$ cat config.mk
export PLATFORM = sky130hd
export DESIGN_NAME = dmem_port_arbiter
export DESIGN_NICKNAME = d
export VERILOG_FILES = /design/src/rtl/dmem_port_arbiter.sv
export SDC_FILE = /design/constraint.sdc
export NUM_CORES = 1
export LEC_CHECK = 0
export CAP_MARGIN = 20
export CORE_UTILIZATION = 33
export CTS_CLUSTER_DIAMETER = 100
export DETAILED_ROUTE_END_ITERATION = 10
export HOLD_SLACK_MARGIN = 0.02
export MAX_ROUTING_LAYER = met4
export PLACE_DENSITY = 0.77
export SLEW_MARGIN = 20
export SYNTH_ARGS = -nofsm -noshare
export SYNTH_HDL_FRONTEND = slang
export SYNTH_SLANG_ARGS = --single-unit
$ cat constraint.sdc
create_clock -name clk -period 4.3 [get_ports clk]
set_clock_uncertainty 0.2 [all_clocks]
set_input_delay 0.86 -clock clk [delete_from_list [all_inputs] [get_ports clk]]
set_output_delay 0.86 -clock clk [all_outputs]
set_load 0.02 [all_outputs]
$ cat src/rtl/dmem_port_arbiter.sv
// dmem_port_arbiter: shares the single data-memory port between the CPU
// load/store unit and the board debug peek path (SW[7:0] address, SW[8] enable).
// The CPU wins by default. A pending debug read takes idle slots, and it is forced
// through after STARVE_LIMIT consecutive CPU grants.
// Optional feature: define DBG_WRITE_SNOOP_EN so that a CPU store to the displayed
// word triggers a debug re-read.
module dmem_port_arbiter #(
    parameter int ADDR_W         = 32,
    parameter int DATA_W         = 32,
    parameter int REFRESH_CYCLES = 1000000,
    parameter int STARVE_LIMIT   = 8
) (
    input  logic              clk,
    input  logic              rst,
    input  logic              cpu_req,
    input  logic              cpu_we,
    input  logic [ADDR_W-1:0] cpu_addr,
    input  logic [DATA_W-1:0] cpu_wdata,
    output logic              cpu_gnt,
    output logic              cpu_rvalid,
    output logic [DATA_W-1:0] cpu_rdata,
    input  logic              dbg_en,
    input  logic [7:0]        dbg_addr,
    output logic [DATA_W-1:0] dbg_rdata,
    output logic              dbg_valid,
    output logic              mem_req,
    output logic              mem_we,
    output logic [ADDR_W-1:0] mem_addr,
    output logic [DATA_W-1:0] mem_wdata,
    input  logic [DATA_W-1:0] mem_rdata
);

    localparam int SW = (STARVE_LIMIT > 0) ? $clog2(STARVE_LIMIT + 1) : 1;
    localparam logic [SW-1:0] STARVE_MAX = SW'(STARVE_LIMIT);

    logic              pend_q, pend_d;
    logic [SW-1:0]     starve_q, starve_d;
    logic [7:0]        iss_addr_q, iss_addr_d;
    logic              own_vld_q, own_vld_d;
    logic              own_dbg_q, own_dbg_d;
    logic              dbg_en_q, dbg_en_d;
    logic [DATA_W-1:0] dbg_rdata_q, dbg_rdata_d;
    logic              dbg_valid_q, dbg_valid_d;

    logic              gnt_cpu;
    logic              iss_dbg;
    logic              refresh_hit;
    logic              snoop_hit;
    logic              set_evt;

    // Same-cycle grant: the CPU wins unless the debug read has been starved to the limit
    always_comb begin
        gnt_cpu = 1'b0;
        iss_dbg = 1'b0;
        if (!rst) begin
            if (cpu_req && (starve_q < STARVE_MAX)) begin
                gnt_cpu = 1'b1;
            end else if (pend_q && dbg_en) begin
                iss_dbg = 1'b1;
            end
        end
    end

    // Drive the memory port from the granted requester; idle port outputs zeros
    always_comb begin
        mem_req   = gnt_cpu | iss_dbg;
        mem_we    = gnt_cpu & cpu_we;
        mem_addr  = '0;
        mem_wdata = '0;
        if (gnt_cpu) begin
            mem_addr  = cpu_addr;
            mem_wdata = cpu_wdata;
        end else if (iss_dbg) begin
            mem_addr = ADDR_W'({dbg_addr, 2'b00});
        end
    end

    assign cpu_gnt    = gnt_cpu;
    assign cpu_rvalid = own_vld_q & ~own_dbg_q;
    assign cpu_rdata  = cpu_rvalid ? mem_rdata : '0;
    assign dbg_rdata  = dbg_rdata_q;
    assign dbg_valid  = dbg_valid_q;

    // The periodic re-read counter runs only while the peek path is enabled
    generate
        if (REFRESH_CYCLES > 0) begin : g_refresh
            localparam int RW = (REFRESH_CYCLES > 1) ? $clog2(REFRESH_CYCLES) : 1;
            localparam logic [RW-1:0] RELOAD = RW'(REFRESH_CYCLES - 1);
            logic [RW-1:0] refresh_q, refresh_d;

            // Reload while disabled or on expiry, otherwise count down
            always_comb begin
                refresh_d = refresh_q;
                if (!dbg_en || (refresh_q == '0)) begin
                    refresh_d = RELOAD;
                end else begin
                    refresh_d = refresh_q - 1'b1;
                end
            end

            // Refresh counter register
            always_ff @(posedge clk or posedge rst) begin
                if (rst) refresh_q <= '0;
                else     refresh_q <= refresh_d;
            end

            assign refresh_hit = dbg_en && (refresh_q == '0);
        end else begin : g_no_refresh
            assign refresh_hit = 1'b0;
        end
    endgenerate

`ifdef DBG_WRITE_SNOOP_EN
    // A CPU store to the displayed word makes the display fetch it again
    assign snoop_hit = gnt_cpu && cpu_we && dbg_en &&
                       (cpu_addr[ADDR_W-1:2] == (ADDR_W-2)'(dbg_addr));
`else
    assign snoop_hit = 1'b0;
`endif

    // Next-state logic for the pending flag, starvation, issue tracking and display word
    always_comb begin
        // An address change is already served by a debug issue of that same address
        set_evt = (dbg_en & ~dbg_en_q)
                | (dbg_en & ~iss_dbg & (dbg_addr != iss_addr_q))
                | refresh_hit
                | snoop_hit;

        pend_d = pend_q;
        if (!dbg_en) begin
            pend_d = 1'b0;
        end else if (set_evt) begin
            pend_d = 1'b1;
        end else if (iss_dbg) begin
            pend_d = 1'b0;
        end

        starve_d = starve_q;
        if (iss_dbg || !pend_q) begin
            starve_d = '0;
        end else if (gnt_cpu) begin
            starve_d = starve_q + 1'b1;
        end

        iss_addr_d = iss_dbg ? dbg_addr : iss_addr_q;
        own_vld_d  = iss_dbg | (gnt_cpu & ~cpu_we);
        own_dbg_d  = iss_dbg;
        dbg_en_d   = dbg_en;

        dbg_rdata_d = dbg_rdata_q;
        dbg_valid_d = dbg_valid_q;
        if (own_vld_q && own_dbg_q) begin
            // The word is captured regardless; it is only marked valid if the switches still match
            dbg_rdata_d = mem_rdata;
            dbg_valid_d = (dbg_addr == iss_addr_q);
        end else if (dbg_en && (dbg_addr != iss_addr_q)) begin
            dbg_valid_d = 1'b0;
        end
    end

    // State registers; the asynchronous reset discards any read in flight
    always_ff @(posedge clk or posedge rst) begin
        if (rst) begin
            pend_q      <= 1'b0;
            starve_q    <= '0;
            iss_addr_q  <= '0;
            own_vld_q   <= 1'b0;
            own_dbg_q   <= 1'b0;
            dbg_en_q    <= 1'b0;
            dbg_rdata_q <= '0;
            dbg_valid_q <= 1'b0;
        end else begin
            pend_q      <= pend_d;
            starve_q    <= starve_d;
            iss_addr_q  <= iss_addr_d;
            own_vld_q   <= own_vld_d;
            own_dbg_q   <= own_dbg_d;
            dbg_en_q    <= dbg_en_d;
            dbg_rdata_q <= dbg_rdata_d;
            dbg_valid_q <= dbg_valid_d;
        end
    end

endmodule

Run 1, cells colored by class:
Fill, decap, tap and diode cells in gray.
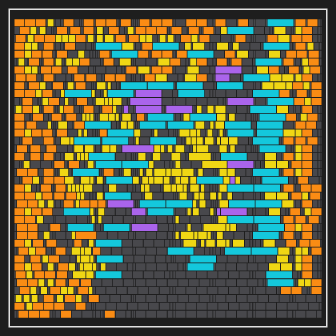
Purple shows clock drivers and dummy loads, cells 16, share of their area 5.0%. Orange shows remaining buffers and delay cells, cells 248, share of their area 38%. Yellow shows combinational and other logic, cells 289, share of their area 30%. Cyan shows sequential cells, cells 69, share of their area 27%.
total non-filler cell area in the finished layout: 6690 um2
end-of-flow core utilization: 60.9%
site row count: 38
Core Footprint: 11000 um2
flip-flop and latch share of the layout cell area: 25.8%

Run 1, nets reached from selected ports:
The bar under the picture is 20 um long.
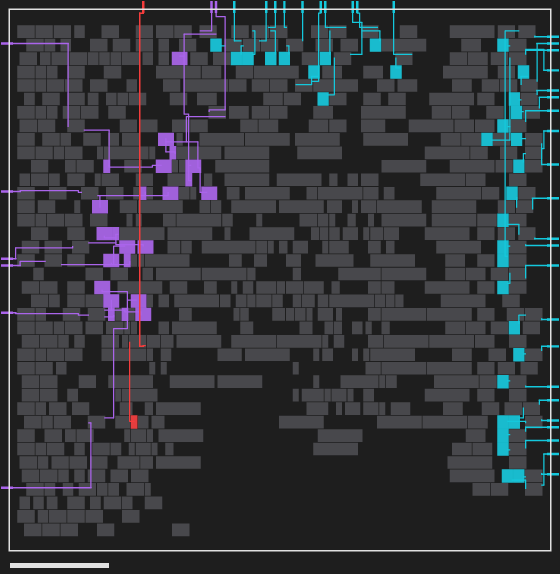
Red shows `mem_req`, bits 1, direction output, edge north, end cells 1, buffers 1, wire 86.6 um. Purple shows `dbg_addr`, bits 8, direction input, edge 6 west, 2 north, end cells 23, buffers 8, wire 346 um. Cyan shows `cpu_rdata`, bits 32, direction output, edge 22 east, 10 north, end cells 32, buffers 32, wire 337 um.
IO Port Bufs: 241
I/O pin cnt: 242

==> git commit body, run 1 <==
Record implementation results from latest flow run

- Run status: complete, no violations
* Compound-gate portion of the synthesized area: 7.57%
- In this run the critical register-to-register path is launched from g_refresh.refresh_q[0]$_DFF_PP0_.
* Clock tree from TritonCTS: yes
- Before placement the cells fill between 30% and 40% of the core.
- The group that draws the most power in this run is clock.
- Dominant cell by count in the synthesized netlist: sky130_fd_sc_hd__and2_1
- The netlist uses 50 different library cells.
- Critical Path End Type: output pin
* CTS clock-pin slew for the worst setup and hold paths: roughly 0.050 ns
- The number of hold buffers added after CTS was 0.
* Setup TNS: 0 ns
- Largest fanout on the critical path: around 48
- Tap cells: around 140
- For the worst reg-to-reg path, the endpoint reported by OpenROAD is g_refresh.refresh_q[6]$_DFF_PP0_.
* Crit Path Class: in -> out
- Yosys reports that the most numerous cell types are sky130_fd_sc_hd__and2_1, sky130_fd_sc_hd__dfrtp_1, sky130_fd_sc_hd__nand2_1, sky130_fd_sc_hd__mux2_2, sky130_fd_sc_hd__clkbuf_1.
- The fraction of final cell area spent on clock buffers and inverters in this run is between 4 and 5%.
* Final instance count without filler cells: ~760
- Switching power as a fraction of the total was reported as a little over a quarter.
* Chip area in the Yosys report: approximately 3800 um2
- The portion of synthesized area spent on multiplexers is 9.52%.
* Worst hold path startpoint: dbg_en_q$_DFF_PP0_
- Looking at the clock tree report, the maximum root-to-sink buffer count equals 2.
* Wire length of the first global-routing pass: about 18 mm
- Vertical die dimension: 109 um
* Clock insertion delay at the later pin of the skew report: around 0.32 ns
- Startpoint Class: primary input
- Seq/Total Area, Yosys: 45.6%
* Half-perimeter wire length of the detailed placement result: ~10 mm
* Cells traversed along the worst timing path: clkdlybuf4s50_1, nor2b_1, nand2_1, inv_1, buf_12, and2_1, clkdlybuf4s50_1
- The path with the worst hold slack has its endpoint at pend_q$_DFFE_PP0P_.
- Drt pass-1 iters: 5
- The detailed router finished its first iteration with ~150 violations.
- Fraction of power consumed by combinational cells: 28.4%
* Flop Count: 69
- Non-clock inverters in the final layout number 7.
- In the per-layer summary, the met1 wirelength comes to about 4.4 mm.
- The synthesized netlist occupies a cell area of about 3800 um2.
- Endpoints with negative setup slack in the final report add up to 0.
* Post-route DRC: 0
* Horiz. Die Dim: approximately 110 um
* Drt total wl: around 13 mm
- For flop-to-flop paths, the worst setup slack is just under 2 ns.
* Seq pwr: slightly below 800 uW
- After detailed routing, the number of vias per cell comes to around 4.8.
* Layout filler cell count: 945
* Post-route ant nets: 0
* Uppermost layer routed: met4
- Count of synthesis-stage warnings from yosys: 0
- For this run, the leading register cell type out of synthesis is sky130_fd_sc_hd__dfrtp_1.
- The path class of the tightest hold or removal check is reg -> reg.
* Hold slack: approximately 0.24 ns
- Antenna fix cells: 0
- Per the OpenROAD timing report, the critical path contains 7 cells.
* Internal Pwr Total: ~1.6 mW
- Average cell area after synthesis: 10.0 um2
- The final timing report lists a max-slew violation count of 0.
- Looking at the clock tree report, the root buffer type is sky130_fd_sc_hd__clkbuf_16.
- Comb power: between 600 and 700 uW
* Tally of clock buffers in the finished layout: 12
- The final weighted congestion recorded by global placement is about 0.84.
- Logic share of the area: between 20 and 30%
* Data required time of the worst path: approximately 3.2 ns
- Sequential power share: between 30% and 40%
* Yosys top cell by area: sky130_fd_sc_hd__dfrtp_1
- After layout the signal buffers, clock cells excluded, come to between 30% and 40% of cell area.
- At the pin with the least slew margin, the transition time is ~0.86 ns.
- The post-route netlist has between 10% and 20% of its cells at a drive strength greater than 1.
- Setup fix buffers added after clock tree synthesis: 0
- Routed length per instance: 16.4 um
* Count of flip-flops with a built-in enable after synthesis: 0
* Ratio of total power to cell area: about 330 nW/um2
- Unrepaired setup endpoints after global routing: false
* Combined buffer and inverter count along the critical path: 4
- Fmax: between 200 and 300 MHz
- Synthesis handed over a netlist of between 300 and 400 instances.
* Basic Gates by Area: between 30% and 40%
* Count of final hold-check violations: 0
- Full die area: approximately 12000 um2
* Met2 track utilization from global routing: roughly two fifths
- The final timing report derives a shortest allowable period of 3.85 ns.
- Among cell families on the critical path, the largest total delay comes from buffers and inverters.
- Met2 layer wire length in the routed design: roughly 6.7 mm
* Number of instances in the placed design: between 700 and 800
- Number of buffers created by CTS: 9
- Maximum number of pins on one net before global-route repair: about 70
Run 1, sizing map:
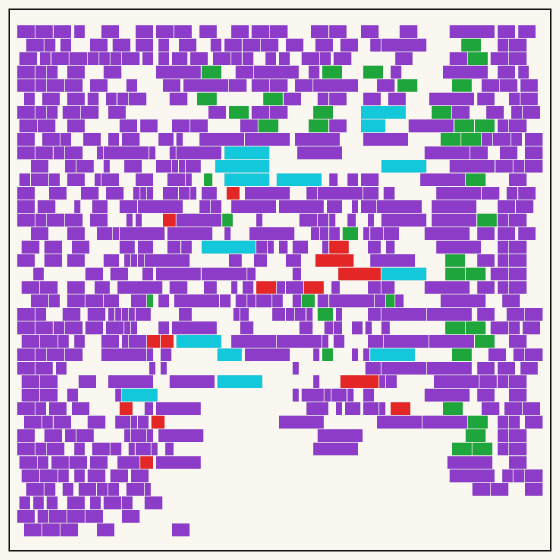
Cyan shows _6 and larger, cells 14, share 2.3%. Purple shows _0 and _1 cells, cells 554, share 89%. Green shows _2 cells, cells 40, share 6.4%. Red shows _3 and _4 cells, cells 14, share 2.3%.
post-synthesis to final-layout area growth: 76.8%
non-clock buffer instance count of the final layout: 248

-- run 1: cells in the final DEF, fill, tap and decap left out, types with 3 or more instances in the layout --
| cell | netlist | layout |
|---|---|---|
| sky130_fd_sc_hd__a21oi_1 | 7 | 7 |
| sky130_fd_sc_hd__a22o_1 | 7 | 7 |
| sky130_fd_sc_hd__a31oi_1 | 5 | 5 |
| sky130_fd_sc_hd__and2_1 | 92 | 92 |
| sky130_fd_sc_hd__buf_4 | 0 | 6 |
| sky130_fd_sc_hd__clkbuf_16 | 0 | 9 |
| sky130_fd_sc_hd__clkdlybuf4s50_1 | 0 | 241 |
| sky130_fd_sc_hd__dfrtp_1 | 69 | 69 |
| sky130_fd_sc_hd__ha_1 | 3 | 3 |
| sky130_fd_sc_hd__inv_1 | 5 | 4 |
| sky130_fd_sc_hd__mux2_2 | 32 | 32 |
| sky130_fd_sc_hd__nand2_1 | 46 | 45 |
| sky130_fd_sc_hd__nand4_1 | 3 | 3 |
| sky130_fd_sc_hd__nor2_1 | 11 | 11 |
| sky130_fd_sc_hd__nor3_1 | 7 | 7 |
| sky130_fd_sc_hd__nor4_1 | 3 | 3 |
| sky130_fd_sc_hd__o21a_1 | 4 | 4 |
| sky130_fd_sc_hd__o31ai_1 | 4 | 4 |
| sky130_fd_sc_hd__or3_1 | 3 | 3 |
| sky130_fd_sc_hd__xnor2_1 | 13 | 13 |
-- run 1: per-stage QoR --
stage / power, mW / area (um2) / worst slack [ns]
finish: 2.20 / 6690 / 0.446
global route: 2.29 / 6690 / 0.343
CTS: 2.22 / 6690 / 0.430
detailed placement: 1.43 / 6360 / 0.430
global placement: 1.41 / 6360 / 0.448
floorplan: 1.07 / 3790 / 0.421
Run 1, metal layers overlaid:
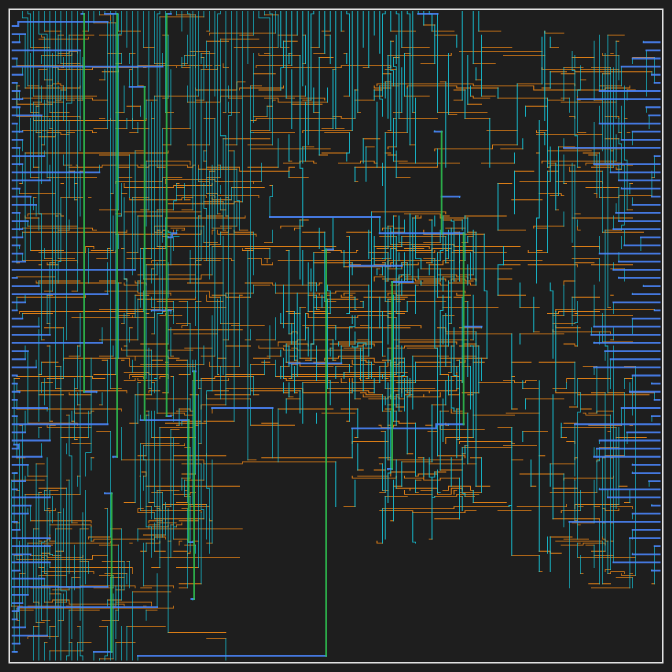

==> inputs of run 2 (changes only) <==
--- a/config.mk
+++ b/config.mk
@@ -5,13 +5,14 @@
 export SDC_FILE = /design/constraint.sdc
 export NUM_CORES = 1
 export LEC_CHECK = 0
+export ABC_AREA = 0
 export CAP_MARGIN = 20
-export CORE_UTILIZATION = 33
+export CORE_UTILIZATION = 40
 export CTS_CLUSTER_DIAMETER = 100
 export DETAILED_ROUTE_END_ITERATION = 10
 export HOLD_SLACK_MARGIN = 0.02
 export MAX_ROUTING_LAYER = met4
-export PLACE_DENSITY = 0.77
+export PLACE_DENSITY = 0.87
 export SLEW_MARGIN = 20
 export SYNTH_ARGS = -nofsm -noshare
 export SYNTH_HDL_FRONTEND = slang
==> constraint.sdc (replaced) <==
create_clock -name clk -period 4.58 [get_ports clk]
set_clock_uncertainty 0.2 [all_clocks]
set_input_delay 0.916 -clock clk [delete_from_list [all_inputs] [get_ports clk]]
set_output_delay 0.916 -clock clk [all_outputs]
set_load 0.02 [all_outputs]
Run 2, metal layers overlaid:
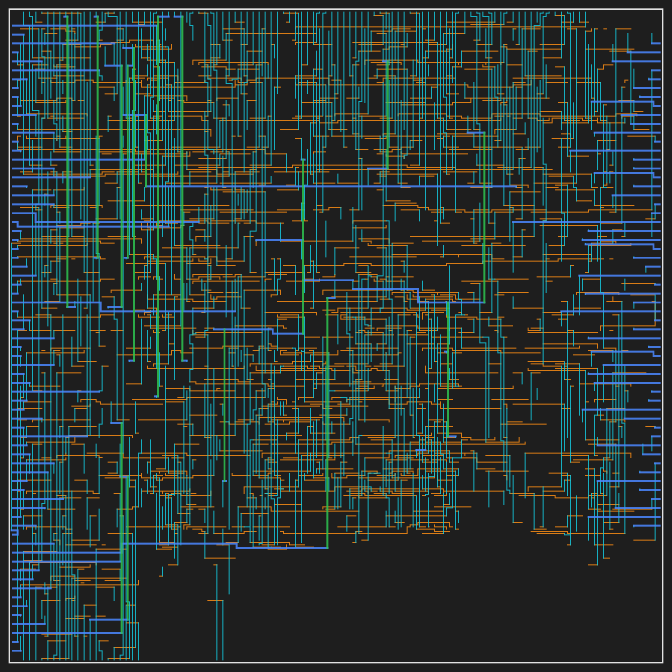
Cyan shows metal 2, wire length 6670 um. Green shows metal 4, wire length 520 um. Blue shows metal 3, wire length 913 um. Orange shows metal 1, wire length 4390 um.
routed length per instance: 17.1 um
detailed-route via count: 3713

==> run 2 against run 1 <==
Final area fell by 3.1%; first-iteration DRC count down 2.6%; clock power down 46%; sequential power is 6.0% lower; critical path depth fell by 1; core utilization grew 9.6 points; non-clock buffer count down 2; hold slack worse by 0.00067 ns; critical endpoint is now mem_addr[3].
==> git commit body, run 2 <==
Record implementation results from latest flow run

- Wire length of the first global-routing pass: 19.0 mm
* Cells traversed along the worst timing path: clkdlybuf4s50_1, nor2b_1, or3_1, inv_2, a22o_1, clkdlybuf4s50_1
* Largest fanout on the critical path: 16
- Wires add up to between 10 and 15 mm.
- Horiz. Die Dim: between 90 and 100 um
- Summing internal, switching and leakage power gives ~1.8 mW.
- Cts-stage hold buffer count: 0
- Detailed-route iteration 0 reported a violation count of around 150.
- Setup slack closes at roughly 0.58 ns.
- Library cell used as clock root buffer: sky130_fd_sc_hd__clkbuf_8
- Counting endpoints that fail hold in the final report gives 0.
- The final weighted congestion recorded by global placement is approximately 0.85.
- After layout, the minimum clock period comes to ~4 ns.
* Hold slack: between 0.2 and 0.25 ns
* Unrepaired setup endpoints after global routing: false
* Layout filler cell count: 688
- Startpoint Class: primary input
- The first detailed-routing pass ran for 4 iterations.
* Yosys top cell by area: sky130_fd_sc_hd__dfrtp_1
- sky130_fd_sc_hd__and2_1 is the most common cell in the netlist.
- Most used standard cells in the synthesized netlist: sky130_fd_sc_hd__and2_1, sky130_fd_sc_hd__dfrtp_1, sky130_fd_sc_hd__nand2_1, sky130_fd_sc_hd__mux2_2, sky130_fd_sc_hd__clkbuf_1
- For this run, the share of the core covered by cells in the final layout is between 70 and 80%.
- Initial Util: between 40% and 50%
- Summing the areas of all and, or, nand and nor instances in the mapped netlist gives between 30% and 40% of the synthesized area.
* Final instance count without filler cells: between 700 and 800
* Setup fix buffers added after clock tree synthesis: 0
- The region available for standard cell placement spans 9200 um2.
- Count of synthesis-stage warnings from yosys: 0
- Worst-Margin Slew: slightly below 0.9 ns
* Compound-gate portion of the synthesized area: roughly 7.6%
- The run finished with clean final reports.
- In this run, synthesis inferred 0 flip-flops with an integrated enable.
* Post-synthesis to final-layout area growth: 71.2%
* Ratio of total power to cell area: between 200 and 300 nW/um2
- Per the detail_route report, DRC violations left total 0.
- Reg-to-Reg End: g_refresh.refresh_q[6]$_DFF_PP0_
-- run 2: netlist changes by cell type in the layout (fill, tap and decap cells not counted) --
cell                         before  now
sky130_fd_sc_hd__clkbuf_16        9    0
sky130_fd_sc_hd__clkbuf_8         2   10
sky130_fd_sc_hd__buf_4            6    4
sky130_fd_sc_hd__bufinv_16        2    0
sky130_fd_sc_hd__clkinvlp_4       1    3
sky130_fd_sc_hd__diode_2          0    1
-- run 2: worst max-delay path: cells and delay by family --
family                 cells  cell delay [ns]
AND-OR/OR-AND              1             0.20
AND/OR/NAND/NOR            2             0.54
buffers and inverters      3             1.24
-- run 2: report_power, final --
group | total [mW] | internal (mW) | switching, mW
Clock | 0.430 | 0.206 | 0.223
Sequential | 0.735 | 0.687 | 0.0479
Combinational | 0.588 | 0.324 | 0.264
Total | 1.75 | 1.22 | 0.535
-- run 2: layout make-up --
cell class | instances | area [um2] | area share [%]
Antenna cell | 1 | 2.50 | 0.0386
Clock buffer | 11 | 141 | 2.18
Clock inverter | 4 | 25.0 | 0.386
Inverter | 7 | 30.0 | 0.463
Multi-Input combinational cell | 282 | 1950 | 30.2
Sequential cell | 69 | 1730 | 26.6
Tap cell | 111 | 139 | 2.14
Timing Repair Buffer | 246 | 2460 | 38.0
-- run 2: cells by family after synthesis --
| kind of cell | Yosys count |
|---|---|
| simple gates | 191 |
| buf+inv | 26 |
| flops | 69 |
| mux | 32 |
| fa+ha+maj | 3 |
| compound gates | 41 |
| xor+xnor | 15 |
-- run 2: routing by layer --
layer / track usage [%] / share of wire (%)
met3: 7.10 / 7.3
met2: 48.3 / 53
met1: 25.6 / 35
met4: 14.0 / 4.2
met5: - / 0
Power figures rest on the tool's default switching activity, not on a simulated workload.
